### src/rtl/pipe_pkg.sv
// Shared definitions for pipeline stage registers: occupancy state encodings
// and the default bubble (NOP) payload.
package pipe_pkg;

  typedef enum logic [1:0] {
    PIPE_EMPTY = 2'd0,
    PIPE_HALF  = 2'd1,
    PIPE_FULL  = 2'd2
  } pipe_state_e;

  localparam logic [31:0] PIPE_NOP = 32'h0000_0000;

endpackage : pipe_pkg

### src/rtl/pipe_stage_reg.sv
// Valid/ready pipeline stage register with flush-to-bubble.
// Define PIPE_REG_SKID_EN for a 2-entry skid buffer that registers in_ready.
module pipe_stage_reg
  import pipe_pkg::*;
#(
  parameter int unsigned        DATA_W = 32,
  parameter logic [DATA_W-1:0]  BUBBLE = {DATA_W{1'b0}}
) (
  input  logic              clk,
  input  logic              reset,
  input  logic              flush,
  input  logic              in_valid,
  output logic              in_ready,
  input  logic [DATA_W-1:0] in_data,
  output logic              out_valid,
  input  logic              out_ready,
  output logic [DATA_W-1:0] out_data,
  output logic [1:0]        count
);

  pipe_state_e       state_q, state_d;
  logic [DATA_W-1:0] m_q, m_d;
  logic              in_fire, out_fire;

  assign out_valid = (state_q != PIPE_EMPTY);
  assign out_data  = m_q;
  assign count     = state_q;
  assign in_fire   = in_valid & in_ready;
  assign out_fire  = out_valid & out_ready;

`ifdef PIPE_REG_SKID_EN
  logic [DATA_W-1:0] s_q, s_d;

  // Registered decode only: upstream never sees a path from out_ready.
  assign in_ready = (state_q != PIPE_FULL);

  always_comb begin
    state_d = state_q;
    m_d     = m_q;
    s_d     = s_q;
    if (flush) begin
      state_d = PIPE_EMPTY;
      m_d     = BUBBLE;
      s_d     = BUBBLE;
    end else begin
      case (state_q)
        PIPE_EMPTY: begin
          if (in_fire) begin
            m_d     = in_data;
            state_d = PIPE_HALF;
          end
        end
        PIPE_HALF: begin
          if (in_fire && out_fire) begin
            m_d = in_data;
          end else if (in_fire) begin
            s_d     = in_data;
            state_d = PIPE_FULL;
          end else if (out_fire) begin
            m_d     = BUBBLE;
            state_d = PIPE_EMPTY;
          end
        end
        PIPE_FULL: begin
          if (out_fire) begin
            m_d     = s_q;
            s_d     = BUBBLE;
            state_d = PIPE_HALF;
          end
        end
        default: begin
          state_d = PIPE_EMPTY;
          m_d     = BUBBLE;
          s_d     = BUBBLE;
        end
      endcase
    end
  end

  always_ff @(posedge clk or negedge reset) begin
    if (!reset) begin
      state_q <= PIPE_EMPTY;
      m_q     <= BUBBLE;
      s_q     <= BUBBLE;
    end else begin
      state_q <= state_d;
      m_q     <= m_d;
      s_q     <= s_d;
    end
  end
`else
  // Single register: ready is combinational from out_ready.
  assign in_ready = ~out_valid | out_ready;

  always_comb begin
    state_d = state_q;
    m_d     = m_q;
    if (flush) begin
      state_d = PIPE_EMPTY;
      m_d     = BUBBLE;
    end else if (in_fire) begin
      m_d     = in_data;
      state_d = PIPE_HALF;
    end else if (out_fire) begin
      m_d     = BUBBLE;
      state_d = PIPE_EMPTY;
    end
  end

  always_ff @(posedge clk or negedge reset) begin
    if (!reset) begin
      state_q <= PIPE_EMPTY;
      m_q     <= BUBBLE;
    end else begin
      state_q <= state_d;
      m_q     <= m_d;
    end
  end
`endif

endmodule : pipe_stage_reg

### config.mk
export PLATFORM = sky130hd
export DESIGN_NAME = pipe_stage_reg
export DESIGN_NICKNAME = d
export VERILOG_FILES = /design/src/rtl/pipe_pkg.sv /design/src/rtl/pipe_stage_reg.sv
export SDC_FILE = /design/constraint.sdc
export NUM_CORES = 1
export LEC_CHECK = 0
export CAP_MARGIN = 0
export CORE_MARGIN = 2
export CORE_UTILIZATION = 30
export DETAILED_ROUTE_END_ITERATION = 8
export PLACE_DENSITY = 0.63
export RECOVER_POWER = 25
export SYNTH_ARGS = -nofsm -noshare
export SYNTH_HDL_FRONTEND = slang
export SYNTH_SLANG_ARGS = --single-unit
### constraint.sdc
create_clock -name clk -period 1.4 [get_ports clk]
set_input_delay 0.14 -clock clk [delete_from_list [all_inputs] [get_ports clk]]
set_output_delay 0.14 -clock clk [all_outputs]
set_load 0.005 [all_outputs]
Figure 1. Placed cells, one colour a class (run 1).
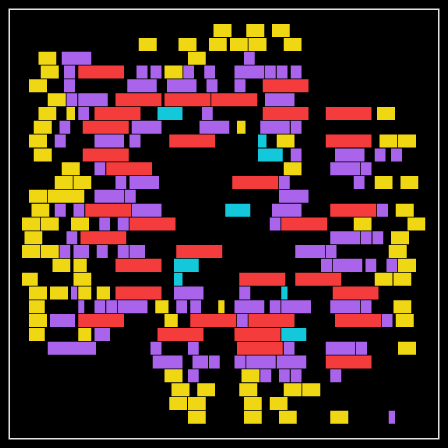
Key: cyan = clock drivers and dummy loads [cells 8, share of their area 3.1%]; purple = remaining logic cells [cells 102, share of their area 36%]; yellow = remaining buffers and delay cells [cells 81, share of their area 30%]; red = registers [cells 33, share of their area 31%]

Figure 2. I/O nets highlighted (run 1).
The bar under the picture is 20 um long.
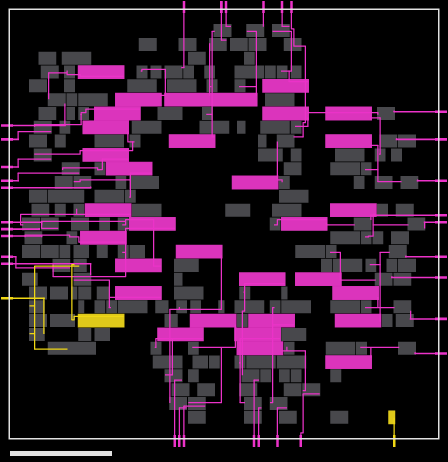
Key: magenta = out_data [direction output, end cells 32, buffers 32, wire 937 um]; yellow = count [direction output, end cells 2, buffers 2, wire 72.2 um]

==> flow_metrics.tcl, run 1 <==
# implementation run metrics
set metrics [dict create \
    outcome "finished clean" \
    grt_start_max_net_pins 66 \
    chip_area_um2 7110 \
    period_used_pct 93.8 \
    pre_cts_ws_ns -0.118 \
    drt_iter0_markers 65 \
    synth_nets 191 \
    comb_area_um2 951 \
    rsz0062_at_grt "false" \
    ys_area_um2 1930 \
    regArea_um2 826 \
    cts.path.max_buffers 2 \
    wire_per_inst_um 14.8 \
    min_path_type "input port to asynchronous set/reset pin" \
    fin_cells 301 \
    reg2reg_from "count[0]$_DFFE_PN0P_" \
    hpwl_um 2930 \
    reg2reg_slack_ns 0.14 \
    timing.fmax_ghz 0.761 \
    grt.overflow.total 0 \
    synth_area_per_cell_um2 12.6 \
    yosysUniqueCellTypes 15 \
    io_pins 73 \
    grt_pass1_vias 1506 \
    num-fill-cells 620 \
    vias 1389 \
    area_growth_pct 42.1 \
    drc_errors 0 \
    most-common-layout-cells "67 x clkdlybuf4s50_1, 64 x nand2b_1, 33 x dfrtp_1" \
    place_congestion 0.699 \
    reg2reg_to "out_data[5]$_DFFE_PN0P_" \
    fin_crit_ns 1.31 \
    die_y_um 84.3 \
    cts_sinks 33 \
    clk_pin_slew_ns 0.07 \
    ys_seq_share_pct 42.7 \
    slew_viol_final 0 \
    ys_warn_count 0 \
    cp_slowest_stage_delay_ns 0.52 \
    dp.cells 291 \
    antenna_cells 0 \
]
Figure 3. Placement density heat map (run 1).
The bar under the picture is 20 um long. 8 x 8 tiles, from black (low) to pale yellow (high), 0 to 100% covered.
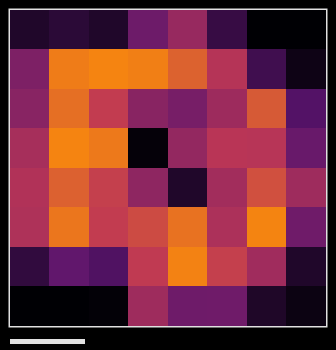
The emptiest ninth of the die: north-east. The mean over all tiles is 37%. The fullest tile reaches 73%. 9.4% of the tiles are nearly empty.

[run 1: logic make-up after synthesis]
kind of cell           share of synthesized area (%)
AOI/OAI and AO/OA                               26.2
buffers and inverters                           8.73
DFF                                             42.7
muxes                                          0.776
other                                          0.194
and+or+nand+nor                                 21.4
[run 1: through the flow]
step / utilization, % / cell area (um2) / setup TNS, ns / power, uW
floorplan: - / 1930 / 0 / 1340
global placement: 42.2 / 2650 / -2.68 / 1600
detailed placement: 42.2 / 2650 / -3.07 / 1600
CTS: 43.7 / 2740 / 0 / 2300
global route: 43.8 / 2750 / 0 / 2390
finish: 43.8 / 2750 / 0 / 2250
[run 1: layer usage]
layer	share of wire (%)	up-vias	global-route usage [%]
met4	1.4	0	4.40
met3	7.4	7	4.72
met5	0	-	0
met2	44	50	19.1
li1	-	679	-
met1	47	653	18.1
[run 1: how the worst max path moves through the flow]
stage | cells past startpoint | start | endpoint | slack [ns]
floorplan | 4 | count[0]$_DFFE_PN0P_ | out_data[13]$_DFFE_PN0P_ | 0.29
global placement | 3 | out_ready | out_data[9]$_DFFE_PN0P_ | -0.09
detailed placement | 3 | out_ready | out_data[22]$_DFFE_PN0P_ | -0.12
CTS | 3 | count[0]$_DFFE_PN0P_ | out_data[24]$_DFFE_PN0P_ | 0.02
global route | 1 | out_data[17]$_DFFE_PN0P_ | out_data[17] | 0.01
finish | 1 | out_data[22]$_DFFE_PN0P_ | out_data[22] | 0.09
[run 1: state kept, by name, indices dropped and copies added, names as in the netlist]
| register | flops |
|---|---|
| count | 1 |
| out_data | 32 |
[run 1: power by group]
part	total [uW]	internal, uW	switching (uW)
logic	535	319	216
clock network	676	344	332
registers	1040	1010	33.7
total	2250	1670	581
[run 1: repair_timing]
item | 4_1_cts | 5_1_grt
pin swaps | 0 | 0
buffers inserted | 1 | 0
endpoints found under the hold margin | 16 | 0
gates cloned | 0 | 0
hold buffers | 1 | 0
resized | 3 | 1
setup endpoints to repair | 1 | 32
[run 1: cells in the mapped netlist]
cell / instances / area, um2
a21oi_2: 1 / 8.76
buf_12: 3 / 60.1
buf_2: 3 / 15.0
buf_4: 4 / 30.0
buf_6: 3 / 33.8
clkbuf_1: 6 / 22.5
conb_1: 1 / 3.75
dfrtp_1: 33 / 826
inv_1: 1 / 3.75
inv_2: 1 / 3.75
mux2_4: 1 / 15.0
nand2b_1: 64 / 400
nor2b_4: 1 / 13.8
o32ai_1: 3 / 26.3
o32ai_2: 29 / 472
[run 1: final cells by class]
cell class	instances	share of cell area [%]
multi-input cells	100	34.6
flip-flops and latches	33	30.0
repair buffers	81	28.6
well taps	77	3.50
clock buffers	6	2.64
clock inverters	2	0.364
inverters	2	0.273
==> run 1 -> run 2 <==
--- a/config.mk
+++ b/config.mk
@@ -9,7 +9,7 @@
 export CORE_MARGIN = 2
 export CORE_UTILIZATION = 30
 export DETAILED_ROUTE_END_ITERATION = 8
-export PLACE_DENSITY = 0.63
+export PLACE_DENSITY = 0.65
 export RECOVER_POWER = 25
 export SYNTH_ARGS = -nofsm -noshare
 export SYNTH_HDL_FRONTEND = slang
==> constraint.sdc (replaced) <==
create_clock -name clk -period 1.2 [get_ports clk]
set_input_delay 0.12 -clock clk [delete_from_list [all_inputs] [get_ports clk]]
set_output_delay 0.12 -clock clk [all_outputs]
set_load 0.005 [all_outputs]
Figure 4. Placed cells, one colour a class (run 2).
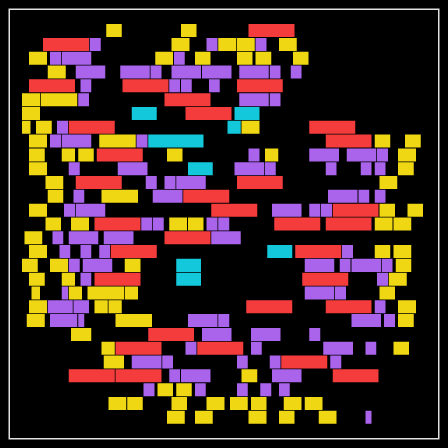
Key: cyan = clock drivers and dummy loads [cells 8, share of their area 4.3%]; purple = remaining logic cells [cells 102, share of their area 35%]; yellow = remaining buffers and delay cells [cells 87, share of their area 31%]; red = registers [cells 33, share of their area 30%]
fraction of area in registers: 28.8%
final core utilization: 45.6%

==> run 2 against run 1 <==
The run now ends with setup timing left. Area after synthesis unchanged. Synthesized cell count unchanged. Critical endpoint is now out_data[7]$_DFFE_PN0P_. Cell count increased by 2.0%. Register-to-register slack got worse by 0.24 ns. Sequential power increased by about 20%. Design area increased by 4.2%. Largest power group unchanged. Sequential share of layout area decreased by 1.2 points. Clock power increased by 61%. Power increased by 31%. Via count increased by 3.3%. Largest cell class unchanged. Setup slack got worse by 0.19 ns.
==> flow_metrics.tcl, run 2 <==
# implementation run metrics
set metrics [dict create \
    area_leaders "dfrtp_1 43%, o32ai_2 24%, nand2b_1 21%" \
    dominantRegCellSynth "dfrtp_1" \
    ys_seq_share_pct 42.7 \
    drc_errors 0 \
    hpwl_um 3110 \
    die_y_um 84.3 \
    ys_area_um2 1930 \
    largest_area_cell "dfrtp_1" \
    vias 1435 \
    min_path_type "input port to asynchronous set/reset pin" \
    finalWorstSetupSlack_ns -0.100 \
    failed_checks "setup timing" \
    setup_viol 32 \
    comb_area_um2 962 \
    yosysUniqueCellTypes 15 \
    dp.cells 295 \
    top_area_share_pct 42.7 \
    chip_area_um2 7110 \
    slew_viol_final 0 \
    num-fill-cells 591 \
    outcome "finished, violations left" \
    io_pins 73 \
    timing.fmax_ghz 0.769 \
    common_cells "64 x nand2b_1, 33 x dfrtp_1, 29 x o32ai_2" \
    most-common-layout-cells "64 x nand2b_1, 35 x clkdlybuf4s50_1, 33 x dfrtp_1, 33 x dlygate4sd2_1, 32 x o32ai_2" \
]
==> run 2: cell counts after synthesis <==
No cell type changed its count.
==> run 2: area by class of cell <==
type	count	area share, %
Clock buffer	6	2.88
Timing Repair Buffer	87	29.8
Tap cell	77	3.36
Multi-Input combinational cell	100	33.6
Inverter	2	0.262
Sequential cell	33	28.8
Clock inverter	2	1.31
==> run 2: cell families after synthesis <==
kind of cell / after synthesis / share of synthesized area [%]
compound gates: 33 / 26.2
buf+inv: 21 / 8.73
flops: 33 / 42.7
mux: 1 / 0.776
other cells: 1 / 0.194
simple gates: 65 / 21.4
==> run 2: critical path, delay by kind of cell, from the launching register on <==
| kind | cells | cell delay (ns) |
|---|---|---|
| DFF | 1 | 0.39 |
| buffers and inverters | 3 | 0.39 |
| muxes | 1 | 0.32 |
| AOI/OAI and AO/OA | 1 | 0.09 |
==> run 2: worst paths after layout <==
check,slack (ns),cells after the start,endpoint,startpoint
max,-0.10,5,out_data[7]$_DFFE_PN0P_,count[0]$_DFFE_PN0P_
min,0.29,2,out_data[27]$_DFFE_PN0P_,reset
max reg2reg,-0.10,5,out_data[7]$_DFFE_PN0P_,count[0]$_DFFE_PN0P_
min reg2reg,0.57,2,out_data[13]$_DFFE_PN0P_,out_data[13]$_DFFE_PN0P_
max in group asynchronous,0.24,3,out_data[18]$_DFFE_PN0P_,reset
min in group clk,0.42,3,out_data[20]$_DFFE_PN0P_,in_data[20]
==> run 2: repair_timing <==
action,4_1_cts,5_1_grt
gates resized,43,1
buffers inserted,3,0
hold endpoints to repair,14,0
hold buffers,1,0
endpoints found under the setup margin,42,35
==> run 2: metrics by stage <==
step,total power [uW],hold WS [ns],util [%]
after floorplan,1560,-0.176,-
after global placement,1910,0.0623,43.7
after detailed placement,1910,0.0635,43.7
after CTS,3000,0.288,45.8
after global routing,3110,0.308,45.6
final,2940,0.292,45.6
==> run 2: metal layers <==
| metal | vias to the layer above | GRT usage (%) | wire length, um |
|---|---|---|---|
| met4 | 0 | 3.08 | 43 |
| met3 | 6 | 5.80 | 378 |
| li1 | 690 | - | - |
| met1 | 689 | 19.2 | 2160 |
| met2 | 50 | 20.5 | 1950 |
| met5 | - | 0 | 0 |
==> run 2: power breakdown <==
part / internal (uW) / switching (uW) / total, uW
sequential: 1180 / 34.9 / 1210
clock: 675 / 419 / 1090
combinational: 370 / 265 / 635
total: 2220 / 719 / 2940
==> run 2 -> run 3 <==
--- a/config.mk
+++ b/config.mk
@@ -5,6 +5,7 @@
 export SDC_FILE = /design/constraint.sdc
 export NUM_CORES = 1
 export LEC_CHECK = 0
+export ABC_CLOCK_PERIOD_IN_PS = 1200
 export CAP_MARGIN = 0
 export CORE_MARGIN = 2
 export CORE_UTILIZATION = 30
Figure 5. Supply network (run 3).
The bar under the picture is 20 um long. Pins as bars on the die edge.
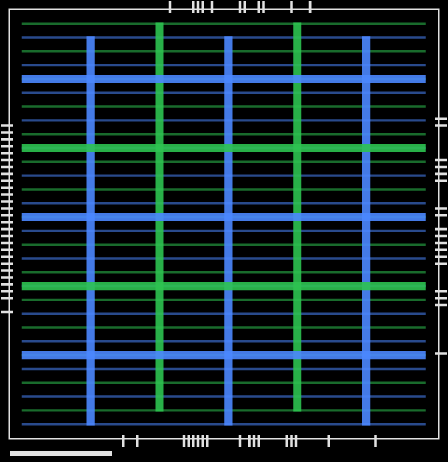
Key: blue = VSS; green = VDD
30 met1 rails follow the rows. 5 straps on met4.

==> run 3 against run 2 <==
The flow still finishes with violations (setup timing). Sequential cell count is the same. First-iteration DRC count is the same. Combinational power is essentially flat. Register-to-register slack is essentially flat. Critical path depth is the same. Clock skew is the same. Setup slack is the same. Utilization is the same. Die area is the same. Sequential power is essentially flat. Largest cell class unchanged.
==> flow_metrics.tcl, run 3 <==
# implementation run metrics
set metrics [dict create \
    p_int_uw 2220 \
    timing.fmax_ghz 0.769 \
    chip_area_um2 7110 \
    reg2reg_slack_ns -0.10 \
    vdd.ir_drop.worst_mv 0.590 \
    synthesis.area_um2 1930 \
    most-common-layout-cells "64 x nand2b_1, 35 x clkdlybuf4s50_1, 33 x dfrtp_1, 33 x dlygate4sd2_1, 32 x o32ai_2" \
    ys_seq_share_pct 42.7 \
    htree_levels 2 \
    io_pins 73 \
    p_clk_share_pct 37.2 \
    fp_util_pct 30.8 \
    r2r_cells 5 \
    setup_viol 32 \
    switchingPower_uw 719 \
    p_comb_share_pct 21.6 \
    io_buffers 71 \
    reg2reg_from "count[0]$_DFFE_PN0P_" \
    top_area_share_pct 42.7 \
    outcome "finished, violations left" \
    worst_hold_slack_ns 0.292 \
    area_growth_pct 48.1 \
    cts_tree "built" \
    swShare_pct 24.5 \
    largest_area_cell "dfrtp_1" \
    die_y_um 84.3 \
    final_util_pct 45.6 \
    drc_errors 0 \
    antenna_found_initial 0 \
    finalWorstSetupSlack_ns -0.100 \
    reg2reg_to "out_data[7]$_DFFE_PN0P_" \
    hpwl_um 3110 \
    slew_viol_final 0 \
    min_path_type "input port to asynchronous set/reset pin" \
    cts_buffers 5 \
    dominantRegCellSynth "dfrtp_1" \
    num_rows 29 \
    yosysUniqueCellTypes 15 \
    ys_area_um2 1930 \
    power_frac_seq_pct 41.2 \
    area_leaders "dfrtp_1 43%, o32ai_2 24%, nand2b_1 21%" \
    required_ns 1.38 \
    synth_nets 191 \
    vias 1435 \
    power_uw 2940 \
    common_cells "64 x nand2b_1, 33 x dfrtp_1, 29 x o32ai_2" \
    failed_checks "setup timing" \
]
-- run 3: cell counts after synthesis --
Identical to the previous run, type by type.
-- run 3: worst max path at each step --
stage                     cells after the start                  from                       end
after floorplan                               4  count[0]$_DFFE_PN0P_  out_data[13]$_DFFE_PN0P_
after global placement                        4             out_ready                  in_ready
after detailed placement                      5             out_ready  out_data[17]$_DFFE_PN0P_
after CTS                                     5  count[0]$_DFFE_PN0P_   out_data[7]$_DFFE_PN0P_
after global routing                          5  count[0]$_DFFE_PN0P_  out_data[14]$_DFFE_PN0P_
final                                         5  count[0]$_DFFE_PN0P_   out_data[7]$_DFFE_PN0P_
-- run 3: critical path, cell delays in order (launching register included) --
cell and delay, ns:
dfrtp_1 0.39, buf_6 0.12, buf_6 0.10, mux2_4 0.32, buf_12 0.17, o32ai_2 0.09
-- run 3: cell type report --
type	instances	area (um2)
Fill cell	591	3410
Multi-Input combinational cell	100	962
Timing Repair Buffer	87	852
Sequential cell	33	826
Tap cell	77	96.3
Clock buffer	6	82.6
Clock inverter	2	37.5
Inverter	2	7.51
-- run 3: through the flow --
| step | setup TNS (ns) | setup slack, ns | instance area, um2 | std cells |
|---|---|---|---|---|
| 3_3_place_gp | -3.41 | -0.156 | 2740 | 295 |
| 2_1_floorplan | 0 | 0.0860 | 1930 | 154 |
| 6_report | -2.74 | -0.100 | 2860 | 307 |
| 4_1_cts | -2.87 | -0.105 | 2880 | 307 |
| 3_5_place_dp | -4.07 | -0.166 | 2740 | 295 |
| 5_1_grt | -4.43 | -0.160 | 2860 | 307 |
-- run 3: metal layers --
layer / part of all wire, % / track usage [%] / wire length [um] / vias up
li1: - / - / - / 690
met1: 48 / 19.2 / 2160 / 689
met2: 43 / 20.5 / 1950 / 50
met3: 8.3 / 5.80 / 378 / 6
met4: 0.95 / 3.08 / 43 / 0
met5: 0 / 0 / 0 / -
-- run 3: cells by family (layout without fill, tap and decap cells) --
kind of cell / Yosys count / after routing / share of synthesized area, %
buffers and inverters: 21 / 97 / 8.73
multiplexers: 1 / 1 / 0.776
AND-OR/OR-AND: 33 / 33 / 26.2
AND/OR/NAND/NOR: 65 / 65 / 21.4
other: 1 / 1 / 0.194
flip-flops: 33 / 33 / 42.7
-- run 3: power groups by stage --
stage	sequential (uW)	combinational, uW	clock [uW]
2_1_floorplan	1240	320	0
3_3_place_gp	1240	670	0
3_5_place_dp	1240	674	0
4_1_cts	1210	652	1140
5_1_grt	1220	691	1200
6_report	1210	635	1090
-- run 3: repair_timing --
item                                   4_1_cts  5_1_grt
setup buffers                                3        0
setup endpoints to repair                   42       35
gates resized                               43        1
endpoints found under the hold margin       14        0
hold buffers                                 1        0
Power and IR drop assume default switching activity.
